`config.mk`:
```
export PLATFORM = sky130hd
export DESIGN_NAME = rom_port_arbiter_flat
export DESIGN_NICKNAME = d
export VERILOG_FILES = /design/src/rtl/rom_port_arbiter_if.sv /design/src/rtl/rom_port_arbiter.sv /design/src/flat_wrapper.sv
export SDC_FILE = /design/constraint.sdc
export NUM_CORES = 1
export LEC_CHECK = 0
export CORE_MARGIN = 2
export CORE_UTILIZATION = 35
export DETAILED_ROUTE_END_ITERATION = 6
export PLACE_DENSITY = 0.64
export SYNTH_ARGS = -nofsm -noshare
export SYNTH_HDL_FRONTEND = slang
export SYNTH_SLANG_ARGS = --single-unit
```
`constraint.sdc`:
```
create_clock -name clk -period 3.4 [get_ports clk]
set_clock_uncertainty 0.15 [all_clocks]
set_input_delay 0.68 -clock clk [delete_from_list [all_inputs] [get_ports clk]]
set_output_delay 0.68 -clock clk [all_outputs]
set_load 0.005 [all_outputs]
```
`src/rtl/rom_port_arbiter_if.sv`:
```
`default_nettype none
// ==========================================================================
// rom_port_arbiter_if : fetch/data requester ports and genrom read port bundle
// Rev 1.0
// ==========================================================================
interface rom_port_arbiter_if #(
  parameter int AW    = 4,
  parameter int EXTRA = 4
);
  localparam int DW = (2 ** EXTRA) * 8;

  logic             f_req;
  logic [AW:0]      f_addr;
  logic [EXTRA-1:0] f_extra;
  logic [AW:0]      f_lower;
  logic [AW:0]      f_upper;
  logic             f_ack;
  logic [DW-1:0]    f_data;
  logic             f_error;

  logic             d_req;
  logic [AW:0]      d_addr;
  logic [EXTRA-1:0] d_extra;
  logic [AW:0]      d_lower;
  logic [AW:0]      d_upper;
  logic             d_ack;
  logic [DW-1:0]    d_data;
  logic             d_error;

  logic [AW:0]      mem_addr;
  logic [EXTRA-1:0] mem_extra;
  logic [AW:0]      mem_lower_bound;
  logic [AW:0]      mem_upper_bound;
  logic [DW-1:0]    mem_data;
  logic             mem_error;
  logic             busy;

  // Arbiter side
  modport slave (
    input  f_req, f_addr, f_extra, f_lower, f_upper,
           d_req, d_addr, d_extra, d_lower, d_upper,
           mem_data, mem_error,
    output f_ack, f_data, f_error, d_ack, d_data, d_error,
           mem_addr, mem_extra, mem_lower_bound, mem_upper_bound, busy
  );

  // Requesters plus ROM side
  modport master (
    output f_req, f_addr, f_extra, f_lower, f_upper,
           d_req, d_addr, d_extra, d_lower, d_upper,
           mem_data, mem_error,
    input  f_ack, f_data, f_error, d_ack, d_data, d_error,
           mem_addr, mem_extra, mem_lower_bound, mem_upper_bound, busy
  );
endinterface
`default_nettype wire

```
`src/rtl/rom_port_arbiter.sv`:
```
`default_nettype none
// ==========================================================================
// rom_port_arbiter : round-robin fetch/data arbiter and sequencer for genrom
// Rev 1.0
// ==========================================================================
module rom_port_arbiter #(
  parameter int AW          = 4,
  parameter int EXTRA       = 4,
  parameter int ROM_LATENCY = 1
) (
  input  logic              clk,
  input  logic              reset,
  rom_port_arbiter_if.slave bus
);
  localparam int DW = (2 ** EXTRA) * 8;

  typedef enum logic [1:0] {
    S_IDLE = 2'd0,
    S_WAIT = 2'd1,
    S_RESP = 2'd2
  } state_t;

  state_t           state_q, state_d;
  logic [3:0]       cnt_q, cnt_d;
  logic             sel_q, sel_d;    // 1 = data port owns the access
  logic             last_q, last_d;  // 1 = data port granted last
  logic [AW:0]      addr_q, addr_d;
  logic [EXTRA-1:0] extra_q, extra_d;
  logic [AW:0]      lower_q, lower_d;
  logic [AW:0]      upper_q, upper_d;
  logic             f_ack_q, f_ack_d, d_ack_q, d_ack_d;
  logic             f_err_q, f_err_d, d_err_q, d_err_d;
  logic [DW-1:0]    f_data_q, f_data_d, d_data_q, d_data_d;
  logic             win_data;

  always_ff @(posedge clk or negedge reset) begin
    if (!reset) begin
      state_q  <= S_IDLE;
      cnt_q    <= '0;
      sel_q    <= 1'b0;
      last_q   <= 1'b1;
      addr_q   <= '0;
      extra_q  <= '0;
      lower_q  <= '0;
      upper_q  <= '1;
      f_ack_q  <= 1'b0;
      d_ack_q  <= 1'b0;
      f_err_q  <= 1'b0;
      d_err_q  <= 1'b0;
      f_data_q <= '0;
      d_data_q <= '0;
    end else begin
      state_q  <= state_d;
      cnt_q    <= cnt_d;
      sel_q    <= sel_d;
      last_q   <= last_d;
      addr_q   <= addr_d;
      extra_q  <= extra_d;
      lower_q  <= lower_d;
      upper_q  <= upper_d;
      f_ack_q  <= f_ack_d;
      d_ack_q  <= d_ack_d;
      f_err_q  <= f_err_d;
      d_err_q  <= d_err_d;
      f_data_q <= f_data_d;
      d_data_q <= d_data_d;
    end
  end

  always_comb begin
    state_d  = state_q;
    cnt_d    = cnt_q;
    sel_d    = sel_q;
    last_d   = last_q;
    addr_d   = addr_q;
    extra_d  = extra_q;
    lower_d  = lower_q;
    upper_d  = upper_q;
    f_ack_d  = 1'b0;
    d_ack_d  = 1'b0;
    f_err_d  = f_err_q;
    d_err_d  = d_err_q;
    f_data_d = f_data_q;
    d_data_d = d_data_q;
    // On a tie the port that did not win last time gets the grant
    win_data = bus.d_req && (!bus.f_req || !last_q);

    case (state_q)
      S_IDLE: begin
        if (bus.f_req || bus.d_req) begin
          sel_d   = win_data;
          last_d  = win_data;
          addr_d  = win_data ? bus.d_addr  : bus.f_addr;
          extra_d = win_data ? bus.d_extra : bus.f_extra;
          lower_d = win_data ? bus.d_lower : bus.f_lower;
          upper_d = win_data ? bus.d_upper : bus.f_upper;
          cnt_d   = 4'(ROM_LATENCY);
          state_d = S_WAIT;
        end
      end
      S_WAIT: begin
        if (cnt_q == 4'd0) begin
          if (sel_q) begin
            d_data_d = bus.mem_data;
            d_err_d  = bus.mem_error;
            d_ack_d  = 1'b1;
          end else begin
            f_data_d = bus.mem_data;
            f_err_d  = bus.mem_error;
            f_ack_d  = 1'b1;
          end
          state_d = S_RESP;
        end else begin
          cnt_d = cnt_q - 4'd1;
        end
      end
      S_RESP:  state_d = S_IDLE;
      default: state_d = S_IDLE;
    endcase
  end

  assign bus.f_ack           = f_ack_q;
  assign bus.f_data          = f_data_q;
  assign bus.f_error         = f_err_q;
  assign bus.d_ack           = d_ack_q;
  assign bus.d_data          = d_data_q;
  assign bus.d_error         = d_err_q;
  assign bus.mem_addr        = addr_q;
  assign bus.mem_extra       = extra_q;
  assign bus.mem_lower_bound = lower_q;
  assign bus.mem_upper_bound = upper_q;
  assign bus.busy            = (state_q != S_IDLE);

endmodule
`default_nettype wire

```
`src/flat_wrapper.sv`:
```
// flat-port wrapper written by rule: the top's interface ports become plain ports
module rom_port_arbiter_flat 
#(
  parameter int AW          = 4,
  parameter int EXTRA       = 4,
  parameter int ROM_LATENCY = 1
)
  (clk, reset, bus_f_req, bus_f_addr, bus_f_extra, bus_f_lower, bus_f_upper, bus_d_req, bus_d_addr, bus_d_extra, bus_d_lower, bus_d_upper, bus_mem_data, bus_mem_error, bus_f_ack, bus_f_data, bus_f_error, bus_d_ack, bus_d_data, bus_d_error, bus_mem_addr, bus_mem_extra, bus_mem_lower_bound, bus_mem_upper_bound, bus_busy);
  rom_port_arbiter_if #(.AW(AW), .EXTRA(EXTRA)) bus_i ();
  input  logic clk;
  input  logic reset;
  input wire logic [$bits(bus_i.f_req)-1:0] bus_f_req;
  input wire logic [$bits(bus_i.f_addr)-1:0] bus_f_addr;
  input wire logic [$bits(bus_i.f_extra)-1:0] bus_f_extra;
  input wire logic [$bits(bus_i.f_lower)-1:0] bus_f_lower;
  input wire logic [$bits(bus_i.f_upper)-1:0] bus_f_upper;
  input wire logic [$bits(bus_i.d_req)-1:0] bus_d_req;
  input wire logic [$bits(bus_i.d_addr)-1:0] bus_d_addr;
  input wire logic [$bits(bus_i.d_extra)-1:0] bus_d_extra;
  input wire logic [$bits(bus_i.d_lower)-1:0] bus_d_lower;
  input wire logic [$bits(bus_i.d_upper)-1:0] bus_d_upper;
  input wire logic [$bits(bus_i.mem_data)-1:0] bus_mem_data;
  input wire logic [$bits(bus_i.mem_error)-1:0] bus_mem_error;
  output wire logic [$bits(bus_i.f_ack)-1:0] bus_f_ack;
  output wire logic [$bits(bus_i.f_data)-1:0] bus_f_data;
  output wire logic [$bits(bus_i.f_error)-1:0] bus_f_error;
  output wire logic [$bits(bus_i.d_ack)-1:0] bus_d_ack;
  output wire logic [$bits(bus_i.d_data)-1:0] bus_d_data;
  output wire logic [$bits(bus_i.d_error)-1:0] bus_d_error;
  output wire logic [$bits(bus_i.mem_addr)-1:0] bus_mem_addr;
  output wire logic [$bits(bus_i.mem_extra)-1:0] bus_mem_extra;
  output wire logic [$bits(bus_i.mem_lower_bound)-1:0] bus_mem_lower_bound;
  output wire logic [$bits(bus_i.mem_upper_bound)-1:0] bus_mem_upper_bound;
  output wire logic [$bits(bus_i.busy)-1:0] bus_busy;
  assign bus_i.f_req = bus_f_req;
  assign bus_i.f_addr = bus_f_addr;
  assign bus_i.f_extra = bus_f_extra;
  assign bus_i.f_lower = bus_f_lower;
  assign bus_i.f_upper = bus_f_upper;
  assign bus_i.d_req = bus_d_req;
  assign bus_i.d_addr = bus_d_addr;
  assign bus_i.d_extra = bus_d_extra;
  assign bus_i.d_lower = bus_d_lower;
  assign bus_i.d_upper = bus_d_upper;
  assign bus_i.mem_data = bus_mem_data;
  assign bus_i.mem_error = bus_mem_error;
  assign bus_f_ack = bus_i.f_ack;
  assign bus_f_data = bus_i.f_data;
  assign bus_f_error = bus_i.f_error;
  assign bus_d_ack = bus_i.d_ack;
  assign bus_d_data = bus_i.d_data;
  assign bus_d_error = bus_i.d_error;
  assign bus_mem_addr = bus_i.mem_addr;
  assign bus_mem_extra = bus_i.mem_extra;
  assign bus_mem_lower_bound = bus_i.mem_lower_bound;
  assign bus_mem_upper_bound = bus_i.mem_upper_bound;
  assign bus_busy = bus_i.busy;
  rom_port_arbiter #(.AW(AW), .EXTRA(EXTRA), .ROM_LATENCY(ROM_LATENCY)) u_core (.clk(clk), .reset(reset), .bus(bus_i));
endmodule
```
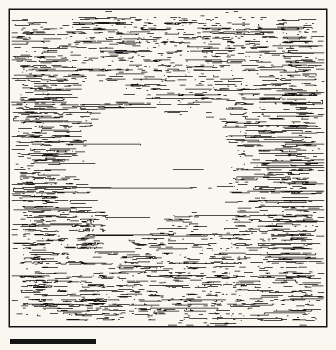
(met1 routing)
Scale bar: 50 um.
longest straight run = 59.3 um
share of all routed wire = 41%
wire length on this layer = 12600 um
main direction = horizontal

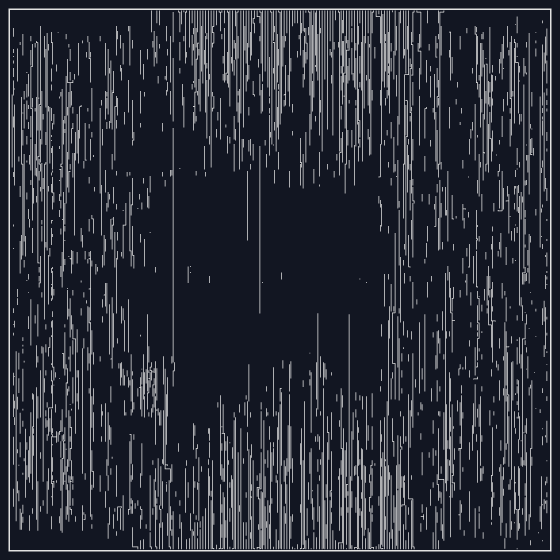
(the metal 2 layer)
main direction = vertical
longest straight run = 79.7 um
nets with wire on the layer = 1241
Routed WL: 30780 um
DR vias: 7313
met2 GRT Util: 29.45%

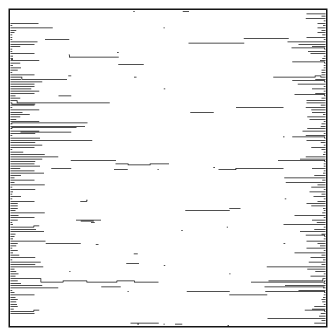
(met3 routing)
main direction = horizontal
wire length on this layer = 2960 um

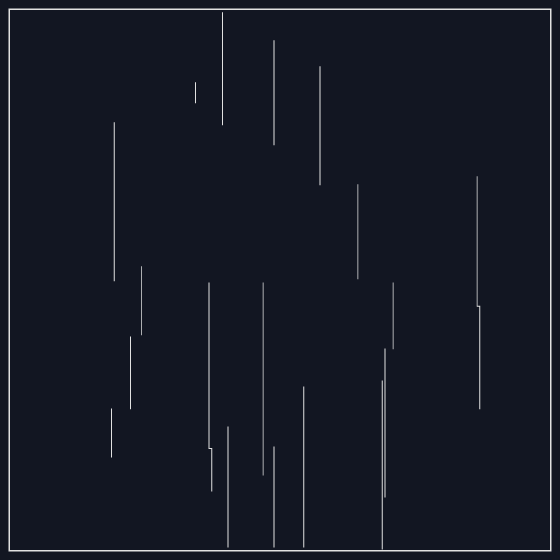
(metal 4)
wire length on this layer = 746 um
share of all routed wire = 2.4%
nets with wire on the layer = 9

==> impl_metrics.csv <==
group,metric,value,unit
final_timing,tightest_slew,802.9,ps
grt,antenna_found_initial,1,
route,drc,0,
finish,n_all_buffers,466,
worst_hold_path,hold_class,"reg -> reg",
power,clkPwrFrac,19.4,%
finish,lay_top_cells,"449 x clkdlybuf4s50_1, 281 x dfrtp_1, 191 x mux2_2",
yosys,ys_cells,672,
final_timing,setup_viol,0,
final_timing,slew_violations,0,
power,power_sequential,6090,uW
finish,antenna_cells,1,
flow_run,drv_cap,0,
power,power_density,964.5,nW/um^2
worst_hold_path,hold_start,"u_core.bus.mem_upper_bound[1]",
placed_design,hpwl,22220,um
flow_run,openroad.warnings,29,
yosys,ys_sh_simple,0.6770,%
yosys,syn_area_per_cell,16.78,sq um
yosys,aoi_share,2.153,%
finish,fillCellCount,2644,
finish,seq_area_share,41.85,%
finish,flops,287,
yosys,mux_share,30.17,%
yosys,logic_family,"multiplexers",
yosys,synth_flops,287,
route,drtAntennaViolNets,0,
clocking,htree_num_levels,1,
grt,grt_pass1_wl,46890,um
worst_hold_path,hold_depth,2,
yosys,synth_nets,845,
floorplanning,row_count,65,
setup_path,r2r_setup_slack,760,ps
yosys,ys_chip_area,11270,sq um
finish,stdcell_area,17180,sq um
finish,syn2layout_area_growth,52.37,%
power,clk-power,3210,uW
status,run_status,"completed",
clocking,ctsResizeCount,0,
final_timing,layout_setup_ws,613.6,ps
yosys,synth.distinct_cells,30,
clocking,postCtsSetupBuffers,0,
floorplanning,die_area,33660,sq um
clocking,cts_buffers,31,
finish,final_nets,1306,
clocking,ctsRootBufferMaster,"clkbuf_16",
floorplanning,fp_util,35.64,%
power,p_comb_share,43.9,%
clocking,cts.path.max_buffers,3,
setup_path,crit_type,"reg -> out",
floorplanning,io_pins,451,
floorplanning,core,31640,sq um
route,viasPerCell,4.685,
setup_path,cp-start-kind,"register",
placed_design,place_inst,1501,
setup_path,r2r_end,"u_core.bus.d_data[121]",
final_timing,finalClockPeriodUsage,81.95,%
final_timing,holdWs,344.6,ps
finish,clock_area_share,5.717,%
finish,largestClassByArea,"sequential cells",
finish,nClkBuffers,51,
## Yosys cell counts
cell / number / share of area [%]
a21boi_1: 1 / 0.067
a31o_2: 1 / 0.078
and3_1: 1 / 0.056
buf_1: 1 / 0.033
buf_12: 8 / 1.4
buf_2: 17 / 0.75
buf_6: 3 / 0.30
clkbuf_1: 9 / 0.30
dfrtp_1: 281 / 62
dfstp_2: 6 / 1.4
ha_1: 2 / 0.22
inv_1: 5 / 0.17
inv_2: 1 / 0.033
mux2_2: 191 / 19
mux2_4: 70 / 9.3
mux2i_1: 20 / 1.8
nand2_1: 1 / 0.033
nand2b_1: 1 / 0.056
nor2_1: 2 / 0.067
nor2b_1: 1 / 0.056
nor3_1: 1 / 0.044
nor3b_1: 1 / 0.067
nor4_1: 1 / 0.056
o21ai_0: 39 / 1.7
o221ai_1: 2 / 0.16
o22ai_1: 1 / 0.056
o31ai_1: 1 / 0.067
or2_2: 2 / 0.11
or3_1: 1 / 0.056
or3b_1: 1 / 0.078
## critical path, stage by stage, from the launching register on
cell and delay (ps):
dfrtp_1 380, or2_2 490, clkdlybuf4s50_1 530
## layer usage
layer	vias up	wire length (um)	track usage, %
li1	3308	-	-
met1	3631	12580	22.25
met2	327	14490	29.45
met3	47	2959	6.696
met4	0	745	4.384
met5	-	0	0
## how the worst max path moves through the flow
stage	startpoint	to	slack (ps)
5_1_grt	u_core.state_q[1]	bus_busy	520
4_1_cts	u_core.state_q[1]	bus_busy	570
2_1_floorplan	u_core.cnt_q[0]	u_core.bus.f_data[108]	1080
3_5_place_dp	u_core.cnt_q[0]	u_core.bus.d_data[121]	750
6_report	u_core.state_q[1]	bus_busy	610
3_3_place_gp	u_core.cnt_q[0]	u_core.bus.f_data[119]	820
No activity file was given, so power comes from the tool's default toggle rates.
